File: src/rtl/pulpino_boot_pkg.sv
// Package: pulpino_boot_pkg
// Shared definitions for the PULPino boot sequencer.
//  - boot_state_e : 3-bit FSM state encoding. It is also driven onto the LEDs.
//  - DEF_*        : default cycle counts for a 50 MHz board clock.
//  - TRIPS_MAX    : saturation value of the watchdog trip counter.
//  - max3         : helper used to size the shared phase counter.
package pulpino_boot_pkg;

    typedef enum logic [2:0] {
        S_IDLE      = 3'd0,
        S_SYS_HOLD  = 3'd1,
        S_CORE_HOLD = 3'd2,
        S_FETCH_DLY = 3'd3,
        S_RUN       = 3'd4,
        S_HALT      = 3'd5,
        S_WDT_TRIP  = 3'd6
    } boot_state_e;

    localparam int unsigned DEF_DEBOUNCE_CYC  = 32'd1_000_000;
    localparam int unsigned DEF_SYS_HOLD_CYC  = 32'd16;
    localparam int unsigned DEF_CORE_HOLD_CYC = 32'd8;
    localparam int unsigned DEF_FETCH_DLY_CYC = 32'd4;
    localparam int unsigned DEF_WDT_CYC       = 32'd65_536;

    localparam logic [3:0] TRIPS_MAX = 4'd15;

    function automatic int unsigned max3(input int unsigned a,
                                         input int unsigned b,
                                         input int unsigned c);
        int unsigned m;
        m = (a > b) ? a : b;
        return (m > c) ? m : c;
    endfunction

endpackage

File: src/rtl/pulpino_debounce.sv
// Module: pulpino_debounce
// This module conditions the raw KEY[0] push-button.
// The button is asynchronous and active-low. A 2-FF synchroniser brings it into the clock domain.
// A run-length counter then accepts a new level only after DEBOUNCE_CYC consecutive samples
// that differ from the currently accepted level.
// Ports:
//  clk       in  1  system clock
//  reset_n   in  1  synchronous active-low reset (accepted level = released)
//  btn_n     in  1  raw button, active-low, asynchronous
//  btn_press out 1  registered single-cycle pulse when the accepted level goes 1->0
module pulpino_debounce
    import pulpino_boot_pkg::*;
#(
    parameter int unsigned DEBOUNCE_CYC = DEF_DEBOUNCE_CYC
) (
    input  logic clk,
    input  logic reset_n,
    input  logic btn_n,
    output logic btn_press
);

    localparam int unsigned    CNT_W    = $clog2(DEBOUNCE_CYC + 1);
    localparam logic [CNT_W-1:0] CNT_LAST = CNT_W'(DEBOUNCE_CYC - 1);

    logic             sync1_r;
    logic             sync2_r;
    logic             level_r;
    logic             press_r;
    logic [CNT_W-1:0] cnt_r;
    logic             differ_s;
    logic             flip_s;

    // A flip happens on the DEBOUNCE_CYC-th consecutive differing sample.
    always_comb begin
        differ_s = (sync2_r != level_r);
        flip_s   = differ_s && (cnt_r == CNT_LAST);
    end

    // Synchroniser, run-length counter, accepted level and press pulse.
    always_ff @(posedge clk) begin
        if (!reset_n) begin
            sync1_r <= 1'b1;
            sync2_r <= 1'b1;
            level_r <= 1'b1;
            press_r <= 1'b0;
            cnt_r   <= '0;
        end else begin
            sync1_r <= btn_n;
            sync2_r <= sync1_r;
            press_r <= 1'b0;
            if (!differ_s) begin
                cnt_r <= '0;
            end else if (flip_s) begin
                cnt_r   <= '0;
                level_r <= sync2_r;
                // The old level was 1, so the level is now falling: this is a press.
                press_r <= level_r;
            end else begin
                cnt_r <= cnt_r + 1'b1;
            end
        end
    end

    assign btn_press = press_r;

endmodule

File: src/rtl/pulpino_boot_sequencer.sv
// Module: pulpino_boot_sequencer
// This module sequences the bring-up of the PULPino/Qsys system.
// It releases the Qsys fabric reset, then the core reset, then fetch_enable.
// It then supervises the running core with an optional heartbeat watchdog.
// A debounced button press restarts the sequence from any state other than IDLE.
// Every output pin is registered and decoded from the next state, so the pins move on the same
// edge as the state change.
// Ports:
//  clk50        in  1  50 MHz system clock
//  reset_n      in  1  synchronous active-low reset
//  btn_n        in  1  raw push-button, active-low, asynchronous
//  wdt_en       in  1  watchdog enable, sampled each cycle
//  core_hb      in  1  core heartbeat; any edge counts as alive
//  core_eoc     in  1  core end-of-computation level
//  sys_rst_n    out 1  Qsys fabric reset, active-low
//  core_rst_n   out 1  core reset, active-low
//  fetch_enable out 1  core fetch enable
//  state_o      out 3  encoded FSM state
//  wdt_trips_o  out 4  saturating count of watchdog restarts
module pulpino_boot_sequencer
    import pulpino_boot_pkg::*;
#(
    parameter int unsigned DEBOUNCE_CYC  = DEF_DEBOUNCE_CYC,
    parameter int unsigned SYS_HOLD_CYC  = DEF_SYS_HOLD_CYC,
    parameter int unsigned CORE_HOLD_CYC = DEF_CORE_HOLD_CYC,
    parameter int unsigned FETCH_DLY_CYC = DEF_FETCH_DLY_CYC,
    parameter int unsigned WDT_CYC       = DEF_WDT_CYC
) (
    input  logic       clk50,
    input  logic       reset_n,
    input  logic       btn_n,
    input  logic       wdt_en,
    input  logic       core_hb,
    input  logic       core_eoc,
    output logic       sys_rst_n,
    output logic       core_rst_n,
    output logic       fetch_enable,
    output logic [2:0] state_o,
    output logic [3:0] wdt_trips_o
);

    // One phase counter serves all three hold phases, so it is sized for the longest one.
    localparam int unsigned        PH_MAX     = max3(SYS_HOLD_CYC, CORE_HOLD_CYC, FETCH_DLY_CYC);
    localparam int unsigned        PH_W       = $clog2(PH_MAX + 1);
    localparam int unsigned        WDT_W      = $clog2(WDT_CYC + 1);
    localparam logic [PH_W-1:0]    SYS_LAST   = PH_W'(SYS_HOLD_CYC - 1);
    localparam logic [PH_W-1:0]    CORE_LAST  = PH_W'(CORE_HOLD_CYC - 1);
    localparam logic [PH_W-1:0]    FETCH_LAST = PH_W'(FETCH_DLY_CYC - 1);
    localparam logic [WDT_W-1:0]   WDT_LAST   = WDT_W'(WDT_CYC - 1);

    boot_state_e       state_r;
    boot_state_e       state_next_s;
    logic [PH_W-1:0]   phase_cnt_r;
    logic [PH_W-1:0]   phase_cnt_next_s;
    logic [WDT_W-1:0]  wdt_cnt_r;
    logic [WDT_W-1:0]  wdt_cnt_next_s;
    logic [3:0]        trips_r;
    logic [3:0]        trips_next_s;
    logic              hb_sync1_r;
    logic              hb_sync2_r;
    logic              hb_prev_r;
    logic              hb_edge_s;
    logic              btn_press_s;
    logic              phase_done_s;
    logic              wdt_term_s;
    logic              sys_rst_n_r;
    logic              core_rst_n_r;
    logic              fetch_enable_r;
    logic              sys_next_s;
    logic              core_next_s;
    logic              fetch_next_s;

    pulpino_debounce #(
        .DEBOUNCE_CYC (DEBOUNCE_CYC)
    ) u_debounce (
        .clk       (clk50),
        .reset_n   (reset_n),
        .btn_n     (btn_n),
        .btn_press (btn_press_s)
    );

    // Phase timing, watchdog terminal count and next-state selection.
    always_comb begin
        hb_edge_s    = hb_sync2_r ^ hb_prev_r;
        phase_done_s = 1'b0;
        case (state_r)
            S_SYS_HOLD:  phase_done_s = (phase_cnt_r == SYS_LAST);
            S_CORE_HOLD: phase_done_s = (phase_cnt_r == CORE_LAST);
            S_FETCH_DLY: phase_done_s = (phase_cnt_r == FETCH_LAST);
            default:     phase_done_s = 1'b0;
        endcase
        // A heartbeat edge in the terminal cycle wins, and no trip occurs.
        wdt_term_s = wdt_en && (wdt_cnt_r == WDT_LAST) && !hb_edge_s;

        state_next_s = state_r;
        if (btn_press_s && (state_r != S_IDLE)) begin
            state_next_s = S_SYS_HOLD;
        end else begin
            case (state_r)
                S_IDLE:      state_next_s = S_SYS_HOLD;
                S_SYS_HOLD:  state_next_s = phase_done_s ? S_CORE_HOLD : S_SYS_HOLD;
                S_CORE_HOLD: state_next_s = phase_done_s ? S_FETCH_DLY : S_CORE_HOLD;
                S_FETCH_DLY: state_next_s = phase_done_s ? S_RUN : S_FETCH_DLY;
                S_RUN: begin
                    if (core_eoc) begin
                        state_next_s = S_HALT;
                    end else if (wdt_term_s) begin
                        state_next_s = S_WDT_TRIP;
                    end else begin
                        state_next_s = S_RUN;
                    end
                end
                S_HALT:      state_next_s = S_HALT;
                S_WDT_TRIP:  state_next_s = S_SYS_HOLD;
                default:     state_next_s = S_IDLE;
            endcase
        end
    end

    // Counter updates and pin decode from the next state.
    always_comb begin
        // A press restarts the phase even when the state itself does not change (SYS_HOLD).
        if ((state_next_s != state_r) || btn_press_s) begin
            phase_cnt_next_s = '0;
        end else if ((state_r == S_SYS_HOLD) || (state_r == S_CORE_HOLD) ||
                     (state_r == S_FETCH_DLY)) begin
            phase_cnt_next_s = phase_cnt_r + 1'b1;
        end else begin
            phase_cnt_next_s = phase_cnt_r;
        end

        if ((state_next_s == S_RUN) && (state_r != S_RUN)) begin
            wdt_cnt_next_s = '0;
        end else if (hb_edge_s) begin
            wdt_cnt_next_s = '0;
        end else if ((state_r == S_RUN) && wdt_en && (wdt_cnt_r != WDT_LAST)) begin
            wdt_cnt_next_s = wdt_cnt_r + 1'b1;
        end else begin
            wdt_cnt_next_s = wdt_cnt_r;
        end

        if ((state_next_s == S_WDT_TRIP) && (trips_r != TRIPS_MAX)) begin
            trips_next_s = trips_r + 4'd1;
        end else begin
            trips_next_s = trips_r;
        end

        sys_next_s   = 1'b0;
        core_next_s  = 1'b0;
        fetch_next_s = 1'b0;
        case (state_next_s)
            S_CORE_HOLD: sys_next_s = 1'b1;
            S_FETCH_DLY: begin
                sys_next_s  = 1'b1;
                core_next_s = 1'b1;
            end
            S_RUN: begin
                sys_next_s   = 1'b1;
                core_next_s  = 1'b1;
                fetch_next_s = 1'b1;
            end
            S_HALT: begin
                sys_next_s  = 1'b1;
                core_next_s = 1'b1;
            end
            default: begin
                sys_next_s   = 1'b0;
                core_next_s  = 1'b0;
                fetch_next_s = 1'b0;
            end
        endcase
    end

    // FSM state register.
    always_ff @(posedge clk50) begin
        if (!reset_n) begin
            state_r <= S_IDLE;
        end else begin
            state_r <= state_next_s;
        end
    end

    // Counters, heartbeat synchroniser/edge detector and registered pin drivers.
    always_ff @(posedge clk50) begin
        if (!reset_n) begin
            phase_cnt_r    <= '0;
            wdt_cnt_r      <= '0;
            trips_r        <= 4'd0;
            hb_sync1_r     <= 1'b0;
            hb_sync2_r     <= 1'b0;
            hb_prev_r      <= 1'b0;
            sys_rst_n_r    <= 1'b0;
            core_rst_n_r   <= 1'b0;
            fetch_enable_r <= 1'b0;
        end else begin
            phase_cnt_r    <= phase_cnt_next_s;
            wdt_cnt_r      <= wdt_cnt_next_s;
            trips_r        <= trips_next_s;
            hb_sync1_r     <= core_hb;
            hb_sync2_r     <= hb_sync1_r;
            hb_prev_r      <= hb_sync2_r;
            sys_rst_n_r    <= sys_next_s;
            core_rst_n_r   <= core_next_s;
            fetch_enable_r <= fetch_next_s;
        end
    end

    assign sys_rst_n    = sys_rst_n_r;
    assign core_rst_n   = core_rst_n_r;
    assign fetch_enable = fetch_enable_r;
    assign state_o      = state_r;
    assign wdt_trips_o  = trips_r;

endmodule

File: config.mk
export PLATFORM = sky130hd
export DESIGN_NAME = pulpino_boot_sequencer
export DESIGN_NICKNAME = d
export VERILOG_FILES = /design/src/rtl/pulpino_boot_pkg.sv /design/src/rtl/pulpino_debounce.sv /design/src/rtl/pulpino_boot_sequencer.sv
export SDC_FILE = /design/constraint.sdc
export NUM_CORES = 1
export LEC_CHECK = 0
export CELL_PAD_IN_SITES_DETAIL_PLACEMENT = 1
export CELL_PAD_IN_SITES_GLOBAL_PLACEMENT = 1
export CORE_AREA = 8 8 89 91
export DETAILED_ROUTE_END_ITERATION = 8
export DIE_AREA = 0 0 97 99
export PLACE_DENSITY = 0.81
export SLEW_MARGIN = 30
export SYNTH_ARGS = -nofsm -noshare
export SYNTH_HDL_FRONTEND = slang
export SYNTH_HIERARCHICAL = 1
export SYNTH_SLANG_ARGS = --single-unit
File: constraint.sdc
create_clock -name clk50 -period 3.41 [get_ports clk50]
set_input_delay 0.341 -clock clk50 [delete_from_list [all_inputs] [get_ports clk50]]
set_output_delay 0.341 -clock clk50 [all_outputs]
set_load 0.05 [all_outputs]
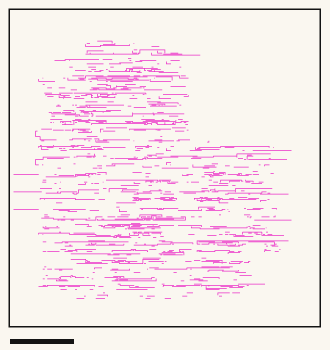
(run_1/layer_met1.png)
The bar under the picture is 20 um long.
wire length on this layer: 2630 um
nets with wire on the layer: 315
met1 GRT Util: 14.0%
Post-Route WL: 5700 um

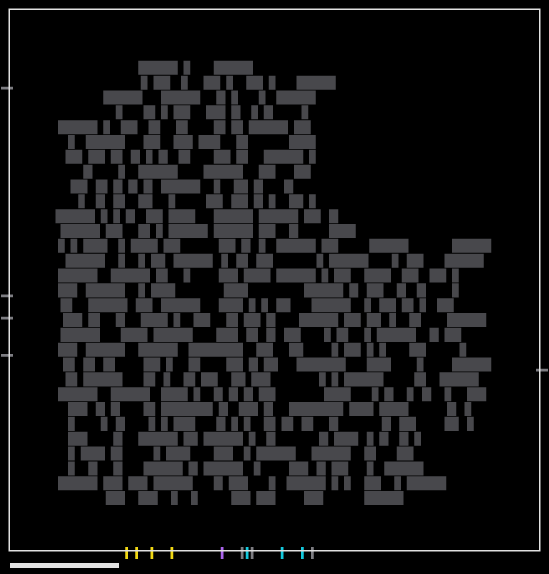
(run_1/io_placement.png)
The bar under the picture is 20 um long. Pins as bars across the die edge, other pins in gray.
[yellow] wdt_trips_o | pins: 4 | direction: output | edge: south
[purple] sys_rst_n | pins: 1 | direction: output | edge: south
[cyan] state_o | pins: 3 | direction: output | edge: south
Die Span X: 97 um
Die Ht: 99 um
port bufs: 15

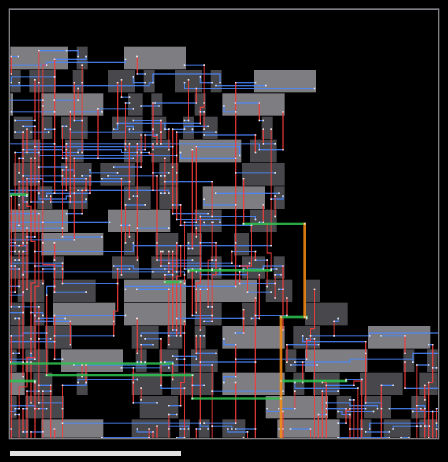
(run_1/detail.png)
The bar under the picture is 20 um long. Region (24, 44) to (74, 94) um. Cells in gray, sequential cells in the stronger gray; small squares are vias.
[blue] metal 1
[green] metal 3
[red] metal 2
[orange] metal 4
netlist names of flops here include: u_debounce/cnt_r (13), phase_cnt_r (5), wdt_cnt_r (4)
sequential cells in the window: 22
most frequent: dfxtp_1 (22), nor2_1 (18), xnor2_1 (10)
cells with their middle in the window: 116

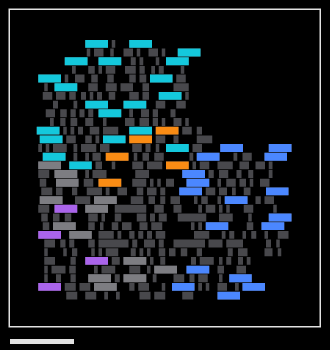
(run_1/flops_by_reg.png)
The bar under the picture is 20 um long.
[blue] wdt_cnt_r | sequential cells: 17
[purple] wdt_trips_o | sequential cells: 4 | where: south-west
[orange] phase_cnt_r | sequential cells: 5 | where: center
[cyan] u_debounce/cnt_r | sequential cells: 20
not colored: 13

==> out/qor.txt, run 1 <==
Final tally of setup violations -> 0
Worst Tran Pin Value -> 0.629 ns
Biggest regs -> u_debounce/cnt_r (20), wdt_cnt_r (17), phase_cnt_r (5)
Count leader, synth -> dfxtp_1
Max-cap violations -> 0
Cell depth of the worst hold path -> 1
Crit path capture -> core_rst_n
# diodes -> 0
Switching Share -> 22.1%
FF+latch area -> 1180 um^2
Comb area share -> 47.4%
Post-synth regs -> 59
Die ar. -> 9600 um^2
Hold_buf cts -> 0
CP startpoint -> wdt_cnt_r[5]
First drt pass iteration count -> 4
Largest class -> logic gates
Top reg by flops -> u_debounce/cnt_r
Final ANT Viol Nets -> 0
Largest net degree at the start of global routing -> 21
CP Launch Type -> register
Non-Filler Instances -> 411
Multi-input comb cells -> 225
Core Region -> 6570 um^2
Worst Hold Launch -> u_debounce/sync1_r
Max-slew violation count -> 0
Dominant cell type by area after synthesis -> dfxtp_1
YS chip area -> 2810 um^2
Average wire per cell in the routed design -> 13.9 um
Cells after synthesis -> 310
Slowest CP cell -> nor4bb_4
Status -> completed
Ys cells -> 310
Leakage power -> 1.03 nW
Critical Path Sink Type -> register
Mux share -> 1.07%
Seq area share -> 37.3%
Post-DR vias/cell -> 5.32
Flops -> 59
Dominant power group -> registers
Clk_skew -> 0.00778 ns
RSZ-0062 raised after global routing -> false
Drt drc -> 0
WP buf/inv -> 0
Cell area after layout -> 3160 um^2
First-pass GRT wire length -> 9990 um
==> inputs of run 2 (changes only) <==
==> constraint.sdc (replaced) <==
create_clock -name clk50 -period 2.65 [get_ports clk50]
set_input_delay 0.265 -clock clk50 [delete_from_list [all_inputs] [get_ports clk50]]
set_output_delay 0.265 -clock clk50 [all_outputs]
set_load 0.05 [all_outputs]
==> run 2 against run 1 <==
Net effect: die area unchanged; total power increased by 31%; via count decreased by 0.14%; clock power increased by 34%; worst hold slack improved by 0.0022 ns; largest power group unchanged; design area increased by 1.7%; largest cell class unchanged; final cell count increased by 1.5%; sequential share of layout area decreased by 0.61 points; combinational power increased by 31%; fmax increased by 16%; area after synthesis unchanged.
==> out/qor.txt, run 2 <==
Leakage power -> 1.07 nW (+3.2%)
CP startpoint -> wdt_cnt_r[6]
Die ar. -> 9600 um^2 (unchanged)
Final ANT Viol Nets -> 0 (unchanged)
Largest class -> logic gates
First drt pass iteration count -> 4 (unchanged)
RSZ-0062 raised after global routing -> false
Multi-input comb cells -> 225 (unchanged)
Slowest CP cell -> dfxtp_1
Average wire per cell in the routed design -> 13.6 um (-1.8%)
Cell depth of the worst hold path -> 1 (unchanged)
Top reg by flops -> u_debounce/cnt_r
Critical Path Sink Type -> register
Seq area share -> 36.7% (-0.61 points)
Flops -> 59 (unchanged)
Largest net degree at the start of global routing -> 21 (unchanged)
CP Launch Type -> register
Status -> completed
# diodes -> 0 (unchanged)
Post-DR vias/cell -> 5.24 (-1.6%)
Comb area share -> 46.7% (-0.70 points)
Dominant cell type by area after synthesis -> dfxtp_1
Clk_skew -> 0.0141 ns (+0.00633 ns)
Port bufs -> 15 (unchanged)
YS chip area -> 2810 um^2 (unchanged)
First-pass GRT wire length -> 10000 um (about the same)
Max-slew violation count -> 0 (unchanged)
Die Ht -> 99 um (unchanged)
Mux share -> 1.07% (unchanged)
Cell area after layout -> 3220 um^2 (+1.7%)
Met1 GRT Util -> 14.2% (+0.22 points)
Max-cap violations -> 0 (unchanged)
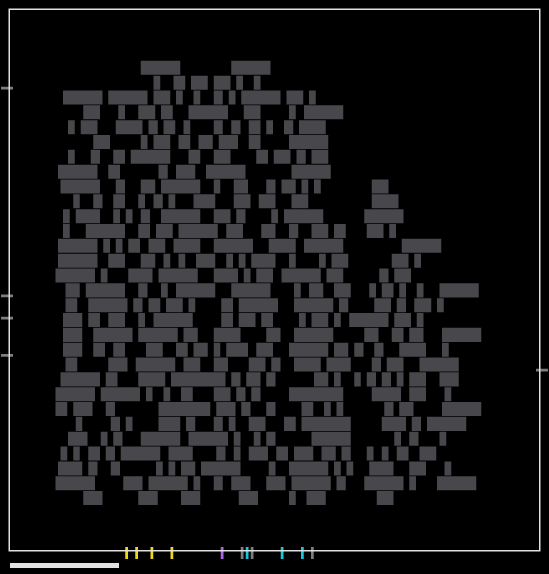
(run_2/io_placement.png)
The bar under the picture is 20 um long. Pins as bars across the die edge, other pins in gray.
[purple] sys_rst_n | pins: 1 | direction: output | edge: south
[cyan] state_o | pins: 3 | direction: output | edge: south
[yellow] wdt_trips_o | pins: 4 | direction: output | edge: south

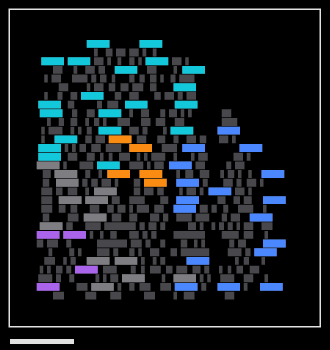
(run_2/flops_by_reg.png)
The bar under the picture is 20 um long.
[purple] wdt_trips_o | sequential cells: 4 | where: south-west
[blue] wdt_cnt_r | sequential cells: 17
[cyan] u_debounce/cnt_r | sequential cells: 20
[orange] phase_cnt_r | sequential cells: 5 | where: center

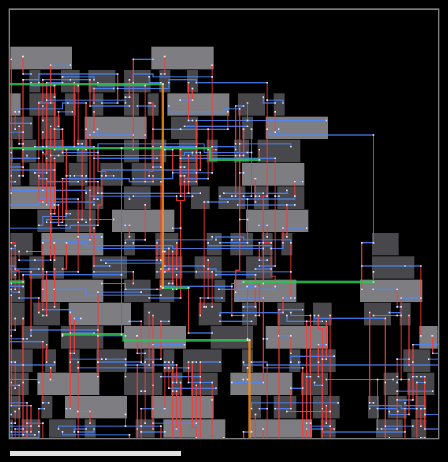
(run_2/detail.png)
The bar under the picture is 20 um long. Region (24, 44) to (74, 94) um. Cells in gray, sequential cells in the stronger gray; small squares are vias.
[red] metal 2
[orange] metal 4
[green] metal 3
[blue] metal 1
netlist names of flops here include: u_debounce/cnt_r (13), phase_cnt_r (5), wdt_cnt_r (4)
most frequent: dfxtp_1 (22), nor2_1 (20), xnor2_1 (11)
sequential cells in the window: 22
cells with their middle in the window: 126

==> run_2/layer_met1.png <==
The bar under the picture is 20 um long.
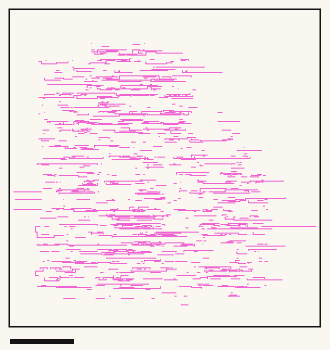

==> inputs of run 3 (changes only) <==
--- a/config.mk
+++ b/config.mk
@@ -7,10 +7,11 @@
 export LEC_CHECK = 0
 export CELL_PAD_IN_SITES_DETAIL_PLACEMENT = 1
 export CELL_PAD_IN_SITES_GLOBAL_PLACEMENT = 1
-export CORE_AREA = 8 8 89 91
+export CORE_AREA = 8 8 104 78
+export CTS_CLUSTER_DIAMETER = 60
 export DETAILED_ROUTE_END_ITERATION = 8
-export DIE_AREA = 0 0 97 99
-export PLACE_DENSITY = 0.81
+export DIE_AREA = 0 0 112 86
+export PLACE_DENSITY = 0.82
 export SLEW_MARGIN = 30
 export SYNTH_ARGS = -nofsm -noshare
 export SYNTH_HDL_FRONTEND = slang
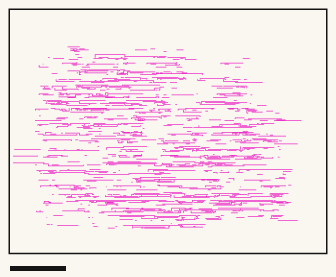
(run_3/layer_met1.png)
The bar under the picture is 20 um long.
wire length on this layer: 3210 um
main direction: horizontal
nets with wire on the layer: 329

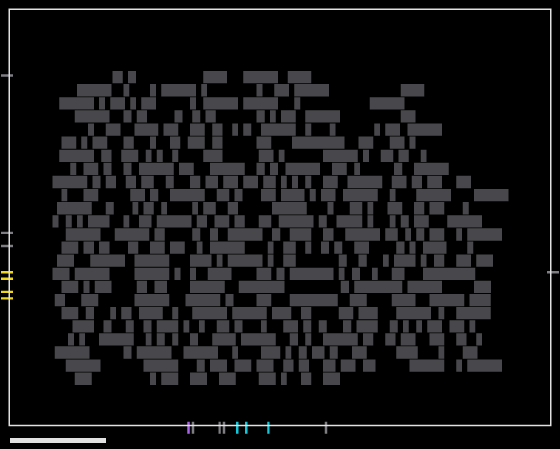
(run_3/io_placement.png)
The bar under the picture is 20 um long. Pins as bars across the die edge, other pins in gray.
[cyan] state_o | pins: 3 | direction: output | edge: south
[yellow] wdt_trips_o | pins: 4 | direction: output | edge: west
[purple] sys_rst_n | pins: 1 | direction: output | edge: south
all pins by edge: 8 south, 7 west, 1 east
Die Ht: 86 um
Die Span X: 112 um

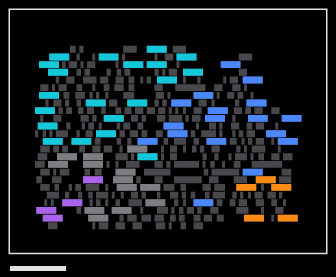
(run_3/flops_by_reg.png)
The bar under the picture is 20 um long.
[blue] wdt_cnt_r | sequential cells: 17
[orange] phase_cnt_r | sequential cells: 5 | where: south-east
[cyan] u_debounce/cnt_r | sequential cells: 20
[purple] wdt_trips_o | sequential cells: 4 | where: south-west
not colored: 13

==> run 3 against run 2 <==
Net effect: global-route usage grew 2.5 points; total power grew 14%; critical path type unchanged; highest routed layer unchanged; first-iteration DRC count shrank 29%.
==> out/qor.txt, run 3 <==
Status -> completed
Comb area share -> 46.0% (-0.75 points)
Max-cap violations -> 0 (unchanged)
Mux share -> 1.07% (unchanged)
Cell depth of the worst hold path -> 1 (unchanged)
Critical Path Sink Type -> register
Mapped Avg Cell Area -> 9.07 um^2
Final TNS setup -> 0 ns
Die ar. -> 9630 um^2 (+0.30%)
Final tally of setup violations -> 0
Cell area leaders -> dfxtp_1 42%, xor2_1 5.9%, nor2_1 5.9%
YS chip area -> 2810 um^2 (unchanged)
First drt pass iteration count -> 4 (unchanged)
Final ANT Viol Nets -> 0 (unchanged)
First-pass GRT wire length -> 11400 um (+14%)
Leakage power -> 1.09 nW (+2.1%)
Seq area share -> 36.1% (-0.65 points)
Slowest CP cell -> dfxtp_1
Clock tree buffer depth -> 2
Vias in the first global route -> 2405
Cell area after layout -> 3270 um^2 (+1.8%)
Met1 GRT Util -> 17.3% (+3.1 points)
Multi-input comb cells -> 225 (unchanged)
Met2 Track Usage GR -> 24.1%
Post-DR vias/cell -> 5.30 (+1.3%)
RSZ-0062 raised after global routing -> false
Port bufs -> 15 (unchanged)
Dominant cell type by area after synthesis -> dfxtp_1
Worst Tran Pin Value -> 0.518 ns
Syn. warnings -> 6
Most used cell along the critical path -> ha_1
Largest net degree at the start of global routing -> 21 (unchanged)
Max-slew violation count -> 0 (unchanged)
Flops -> 59 (unchanged)
WP buf/inv -> 0
Antenna violations before repair -> 0
Clk_skew -> 0.00978 ns (-0.00433 ns)
Met3 Wirelength -> 240 um
Largest class -> logic gates
Hold_buf cts -> 0
# diodes -> 0 (unchanged)
CP Launch Type -> register
Largest delay contributor family on the critical path -> simple AND/OR/NAND/NOR gates
Top reg by flops -> u_debounce/cnt_r
M1 WL -> 3210 um
Power is estimated from default activity; no workload was simulated.
